metal_stack.png
Two of the layers only.
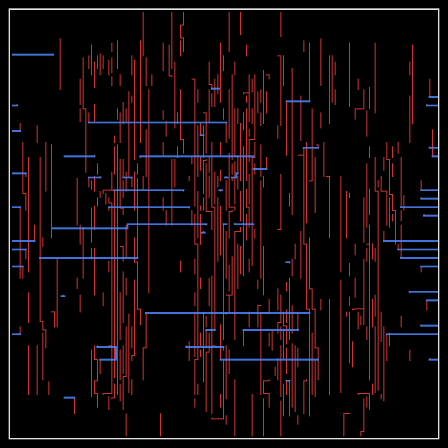
wire_density.png
14 x 14 tiles, from dark purple (low) to yellow (high), scaled to the fullest tile. Values are wire area over tile area, all layers added.
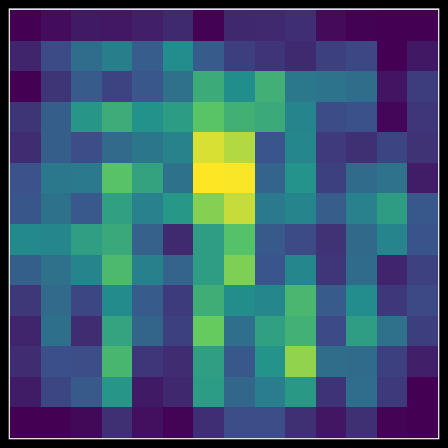
File: config.mk
export PLATFORM = sky130hd
export DESIGN_NAME = regfile_write_sequencer
export DESIGN_NICKNAME = d
export VERILOG_FILES = /design/src/rtl/regfile_write_sequencer_pkg.sv /design/src/rtl/regfile_write_sequencer_fifo.sv /design/src/rtl/regfile_write_sequencer.sv
export SDC_FILE = /design/constraint.sdc
export NUM_CORES = 1
export LEC_CHECK = 0
export ABC_AREA = 1
export CAP_MARGIN = 20
export CORE_MARGIN = 1
export CORE_UTILIZATION = 56
export CTS_BUF_LIST = sky130_fd_sc_hd__clkbuf_4 sky130_fd_sc_hd__clkbuf_8 sky130_fd_sc_hd__clkbuf_16
export CTS_CLUSTER_DIAMETER = 60
export DETAILED_ROUTE_END_ITERATION = 7
export HOLD_SLACK_MARGIN = 0.05
export PLACE_DENSITY = 0.8
export SLEW_MARGIN = 20
export SYNTH_ARGS = -nofsm -noshare
export SYNTH_HDL_FRONTEND = slang
export SYNTH_SLANG_ARGS = --single-unit
File: constraint.sdc
create_clock -name Clk -period 5.45 [get_ports Clk]
set_clock_uncertainty 0.15 [all_clocks]
set_input_delay 1.3625 -clock Clk [delete_from_list [all_inputs] [get_ports Clk]]
set_output_delay 1.3625 -clock Clk [all_outputs]
set_load 0.02 [all_outputs]
File: src/rtl/regfile_write_sequencer_pkg.sv
// Shared definitions for the register-file write sequencer: request kinds, FSM states,
// request/control structs and the kind-to-control encoder.
package regfile_write_sequencer_pkg;

  localparam int W          = 8;
  localparam int D          = 4;
  localparam int FIFO_DEPTH = 2;

  localparam logic [D-1:0] OPS_REG  = 4'd13;
  localparam logic [D-1:0] FLAG_REG = 4'd12;

  typedef enum logic [2:0] {
    KIND_ALU  = 3'd0,
    KIND_MOV  = 3'd1,
    KIND_LDB  = 3'd2,
    KIND_OPSH = 3'd3,
    KIND_OPSL = 3'd4,
    KIND_OPS8 = 3'd5,
    KIND_NOP  = 3'd6,
    KIND_ILL  = 3'd7
  } kind_e;

  typedef enum logic [1:0] {
    ST_IDLE   = 2'd0,
    ST_ISSUE  = 2'd1,
    ST_OPS_LO = 2'd2
  } state_e;

  typedef struct packed {
    kind_e          kind;
    logic [D-1:0]   addr;
    logic [W-1:0]   data;
    logic           ovf;
  } req_t;

  typedef struct packed {
    logic           ops_write;
    logic           load_high;
    logic           jmp;
    logic           is_mov;
    logic           load_byte;
    logic           overflow;
    logic [D-1:0]   waddr;
    logic [W-1:0]   data_in;
  } wr_ctrl_t;

  // jmp doubles as the register file's write inhibit, so "nothing issuing" means jmp=1.
  function automatic wr_ctrl_t idle_ctrl();
    wr_ctrl_t c;
    c     = '0;
    c.jmp = 1'b1;
    return c;
  endfunction

  function automatic wr_ctrl_t ops_ctrl(input logic high, input logic [3:0] nib);
    wr_ctrl_t c;
    c           = '0;
    c.ops_write = 1'b1;
    c.load_high = high;
    c.data_in   = {4'b0000, nib};
    return c;
  endfunction

  // OPS8 encodes only its high half here; the low half is issued from the OPS_LO state.
  function automatic wr_ctrl_t encode_req(input req_t r);
    wr_ctrl_t c;
    c     = '0;
    case (r.kind)
      KIND_ALU: begin
        c.waddr    = r.addr;
        c.data_in  = r.data;
        c.overflow = r.ovf;
      end
      KIND_MOV: begin
        c.is_mov  = 1'b1;
        c.data_in = r.data;
      end
      KIND_LDB: begin
        c.load_byte = 1'b1;
        c.data_in   = r.data;
      end
      KIND_OPSH: c = ops_ctrl(1'b1, r.data[3:0]);
      KIND_OPSL: c = ops_ctrl(1'b0, r.data[3:0]);
      KIND_OPS8: c = ops_ctrl(1'b1, r.data[7:4]);
      default:   c = idle_ctrl();
    endcase
    return c;
  endfunction

endpackage

File: src/rtl/regfile_write_sequencer_fifo.sv
// wb_req_fifo: small synchronous request FIFO with power-of-two depth and full/empty flags.
// Pushing and popping together on an empty FIFO passes the entry straight through.
module wb_req_fifo
  import regfile_write_sequencer_pkg::*;
#(
  parameter int DEPTH = FIFO_DEPTH
) (
  input  logic clk,
  input  logic reset,
  input  logic push,
  input  req_t wdata,
  input  logic pop,
  output req_t rdata,
  output logic full,
  output logic empty
);

  localparam int AW = (DEPTH > 1) ? $clog2(DEPTH) : 1;

  req_t          mem_q [DEPTH];
  logic [AW-1:0] wptr_q, wptr_d;
  logic [AW-1:0] rptr_q, rptr_d;
  logic [AW:0]   count_q, count_d;
  logic          push_ok, pop_ok;

  assign full    = (count_q == (AW+1)'(DEPTH));
  assign empty   = (count_q == '0);
  assign push_ok = push && !full;
  assign pop_ok  = pop && (!empty || push_ok);
  assign rdata   = mem_q[rptr_q];

  always_comb begin
    wptr_d  = wptr_q;
    rptr_d  = rptr_q;
    count_d = count_q;
    if (push_ok) wptr_d = wptr_q + 1'b1;
    if (pop_ok)  rptr_d = rptr_q + 1'b1;
    case ({push_ok, pop_ok})
      2'b10:   count_d = count_q + 1'b1;
      2'b01:   count_d = count_q - 1'b1;
      default: count_d = count_q;
    endcase
  end

  always_ff @(posedge clk) begin
    if (reset) begin
      wptr_q  <= '0;
      rptr_q  <= '0;
      count_q <= '0;
    end else begin
      wptr_q  <= wptr_d;
      rptr_q  <= rptr_d;
      count_q <= count_d;
    end
    if (push_ok && !reset) mem_q[wptr_q] <= wdata;
  end

endmodule

File: src/rtl/regfile_write_sequencer.sv
// Register-file write-port master: queues writeback requests and issues them in order,
// one write per cycle, splitting full-byte ops loads into high then low nibble writes.
module regfile_write_sequencer
  import regfile_write_sequencer_pkg::*;
#(
  parameter int DEPTH = regfile_write_sequencer_pkg::FIFO_DEPTH
) (
  input  logic         Clk,
  input  logic         Reset,
  input  logic         ReqValid,
  output logic         ReqReady,
  input  logic [2:0]   ReqKind,
  input  logic [D-1:0] ReqAddr,
  input  logic [W-1:0] ReqData,
  input  logic         ReqOvf,
  output logic         opsWrite,
  output logic         loadHigh,
  output logic         jmp,
  output logic         isMov,
  output logic         loadByte,
  output logic         OverFlow,
  output logic [D-1:0] Waddr,
  output logic [W-1:0] DataIn,
  output logic         Busy,
  output logic         Err
);

  state_e    state_q, state_d;
  wr_ctrl_t  ctrl_q, ctrl_d;
  logic [3:0] lo_nib_q, lo_nib_d;
  logic      err_q, err_d;

  req_t      in_req, fifo_head, head;
  logic      push, pop, fifo_full, fifo_empty, head_avail;

  assign in_req   = '{kind: kind_e'(ReqKind), addr: ReqAddr, data: ReqData, ovf: ReqOvf};
  assign ReqReady = !fifo_full;
  assign push     = ReqValid && ReqReady;

  wb_req_fifo #(.DEPTH(DEPTH)) u_fifo (
    .clk   (Clk),
    .reset (Reset),
    .push  (push),
    .wdata (in_req),
    .pop   (pop),
    .rdata (fifo_head),
    .full  (fifo_full),
    .empty (fifo_empty)
  );

  // An empty FIFO forwards the incoming request so an accepted write issues the next cycle.
  assign head       = fifo_empty ? in_req : fifo_head;
  assign head_avail = !fifo_empty || push;

  always_comb begin
    state_d  = state_q;
    ctrl_d   = idle_ctrl();
    lo_nib_d = lo_nib_q;
    err_d    = err_q;
    pop      = 1'b0;
    case (state_q)
      ST_OPS_LO: begin
        ctrl_d  = ops_ctrl(1'b0, lo_nib_q);
        state_d = fifo_empty ? ST_IDLE : ST_ISSUE;
      end
      default: begin
        if (head_avail) begin
          pop     = 1'b1;
          ctrl_d  = encode_req(head);
          state_d = ST_ISSUE;
          if (head.kind == KIND_OPS8) begin
            state_d  = ST_OPS_LO;
            lo_nib_d = head.data[3:0];
          end
          if (head.kind == KIND_ILL) err_d = 1'b1;
        end else begin
          state_d = ST_IDLE;
        end
      end
    endcase
  end

  // A reset during OPS8 drops the pending low nibble along with the queued requests.
  always_ff @(posedge Clk) begin
    if (Reset) begin
      state_q  <= ST_IDLE;
      ctrl_q   <= idle_ctrl();
      lo_nib_q <= '0;
      err_q    <= 1'b0;
    end else begin
      state_q  <= state_d;
      ctrl_q   <= ctrl_d;
      lo_nib_q <= lo_nib_d;
      err_q    <= err_d;
    end
  end

  assign opsWrite = ctrl_q.ops_write;
  assign loadHigh = ctrl_q.load_high;
  assign jmp      = ctrl_q.jmp;
  assign isMov    = ctrl_q.is_mov;
  assign loadByte = ctrl_q.load_byte;
  assign OverFlow = ctrl_q.overflow;
  assign Waddr    = ctrl_q.waddr;
  assign DataIn   = ctrl_q.data_in;
  assign Busy     = !fifo_empty || (state_q == ST_OPS_LO);
  assign Err      = err_q;

endmodule

==> commit_impl_results.txt <==
Refresh implementation metrics

- Flop and latch count out of synthesis: about 62
- Ratio of final minimum period to clock period: 0.628
* Area growth from synthesis to layout: 25.9%
- Worst min-delay path startpoint: u_fifo.rptr_q
* Y dimension of the die: roughly 69 um
- Power in the clock group: about 0.00043 W
- The OpenROAD report gives the critical path a required time of about 4 ns.
- Total congestion overflow: 0
* Power consumed by combinational cells: about 0.00066 W
- Worst ir drop on vdd: 0.312 mV
- In this run, CTS created clock tree buffers numbering 9.
- Crit path from: u_fifo.count_q[0]
- The share of total power dissipated in combinational logic is 0.382.
- Result of the run: finished clean
- Setup repair after global routing left no endpoint under its margin.
* WHS Path Cells: 1
* End of the worst register-to-register path: DataIn[1]
* Type of the setup path with the least slack: reg -> out
- CTS saw between 60 and 70 sinks.
- The skew report gives the latency at the later pin of the worst-skew pair as around 0.32 ns.
* Number of cells on the worst reg-to-reg path: 10
- Of the total power, the share spent switching nets is 0.366.
* Normalized max-slew margin: 0.569
- Number of antenna violations at the first check in global routing: 0
- Sorting the synthesized cells by how often they occur yields nand2_1 (66), edfxtp_1 (32), dfxtp_1 (30).
* Via count of the first global-routing pass: between 1500 and 2000
- Summed over all failing endpoints, the final setup total negative slack is 0 ns.
* Cell count after synthesis: approximately 250
- Total of endpoints with negative setup slack in the final report: 0
- Row generation in the floorplan step produced 23 rows.
- From left edge to right edge, the die measures about 69 um.
* Type of destination of the critical path: output port
- Cell area after technology mapping: 0.00249 mm2
- Dominant power group: combinational logic
- The warning tally printed by Yosys for this design is 0.
- Residual DRC count: 0
* Number of OpenROAD warnings: 26
- Arrival time at the worst endpoint: 1.91 ns
* Post-cts hold-fix buffer tally: 0
* Routed vias/inst: ~5.3
* Leak: approximately 1.2 nW
- For this design the top-level I/O count stands at about 40.
- Final max-slew violation count: 0
- Final worst hold slack: 0.316 ns
* Clk Tree Root Cell: clkbuf_8
- The commonest register cell is edfxtp_1.
- Synth async-reset ratio: 0
* Final hold vios: 0
- Number of optimization iterations in the first detailed-route pass: 4
- After the first detailed-routing iteration, the DRC count stood at 83.
- Of the cells placed in the final design, the portion with a size suffix greater than 1 is 0.152.
- Largest net degree at the start of global routing: 31
- End of the critical path: Busy
* Worst-case hold path end point: u_fifo.rptr_q
- The internal portion of the total power is ~0.0011 W.
- Count of nets after finishing: roughly 320
* Number of instances resized during post-cts repair: 0
- Synthesized net count: around 270
- Power density over cell area: ~550 mW/mm2
* Number of maximum-capacitance violations: 0
Notes on metal_stack.png above:
met2: in red, wire length 2250 um. met3: in blue, wire length 274 um.
Detailed Route WL: 4850 um
DR WL/cell: 13.8 um

Notes on wire_density.png above:
The emptiest ninth of the die: top right. The fullest tile reaches 0.52. 21% of the tiles are over half the peak.
Global Route Usage Sum: 0.241
vias after detailed routing: 1857

==> critical path: stages, from the launching register on <==
cell             delay (ns)
dfxtp_1                0.40
inv_2                  0.07
nand2_4                0.26
inv_2                  0.15
nand2_1                0.09
clkdlybuf4s50_1        0.60
==> final cells by class <==
class                           count  area, um2
Clock buffer                       13        184
Fill cell                         300       1010
Multi-Input combinational cell    163        807
Tap cell                           50       62.6
Clock inverter                      3       40.0
Sequential cell                    62       1560
Inverter                           20       76.3
Timing Repair Buffer               41        405
==> routing by layer <==
layer / routed length [um] / GRT usage / up-vias
li1: - / - / 932
met1: 2180 / 0.296 / 836
met2: 2250 / 0.366 / 72
met3: 273 / 0.0576 / 17
met4: 153 / 0.181 / 0
met5: 0 / 0 / -
==> logic make-up (layout without fill, tap and decap cells) <==
logic type | count (synthesis) | count (layout) | share of synthesized area
buffers and inverters | 27 | 77 | 0.0517
and+or+nand+nor | 120 | 120 | 0.217
AOI/OAI and AO/OA | 42 | 42 | 0.0999
adders and majority gates | 1 | 1 | 0.00502
DFF | 62 | 62 | 0.627
==> stage by stage <==
| stage | instances | util | cell area [um2] | power (W) |
|---|---|---|---|---|
| floorplan | 252 | - | 2490 | 0.00110 |
| global placement | 336 | 0.703 | 2910 | 0.00129 |
| detailed placement | 336 | 0.703 | 2910 | 0.00130 |
| CTS | 352 | 0.757 | 3140 | 0.00173 |
| global route | 352 | 0.757 | 3140 | 0.00183 |
| finish | 352 | 0.757 | 3140 | 0.00172 |
==> registers in the layout, indices dropped and copies added, names as in the netlist, named ones only <==
register	flops
Waddr	4
loadByte	1
u_fifo.mem_q	32
opsWrite	1
u_fifo.wptr_q	1
Err	1
OverFlow	1
isMov	1
u_fifo.count_q	2
u_fifo.rptr_q	1
lo_nib_q	4
loadHigh	1
jmp	1
DataIn	8
state_q	2
Power and IR drop assume default switching activity.
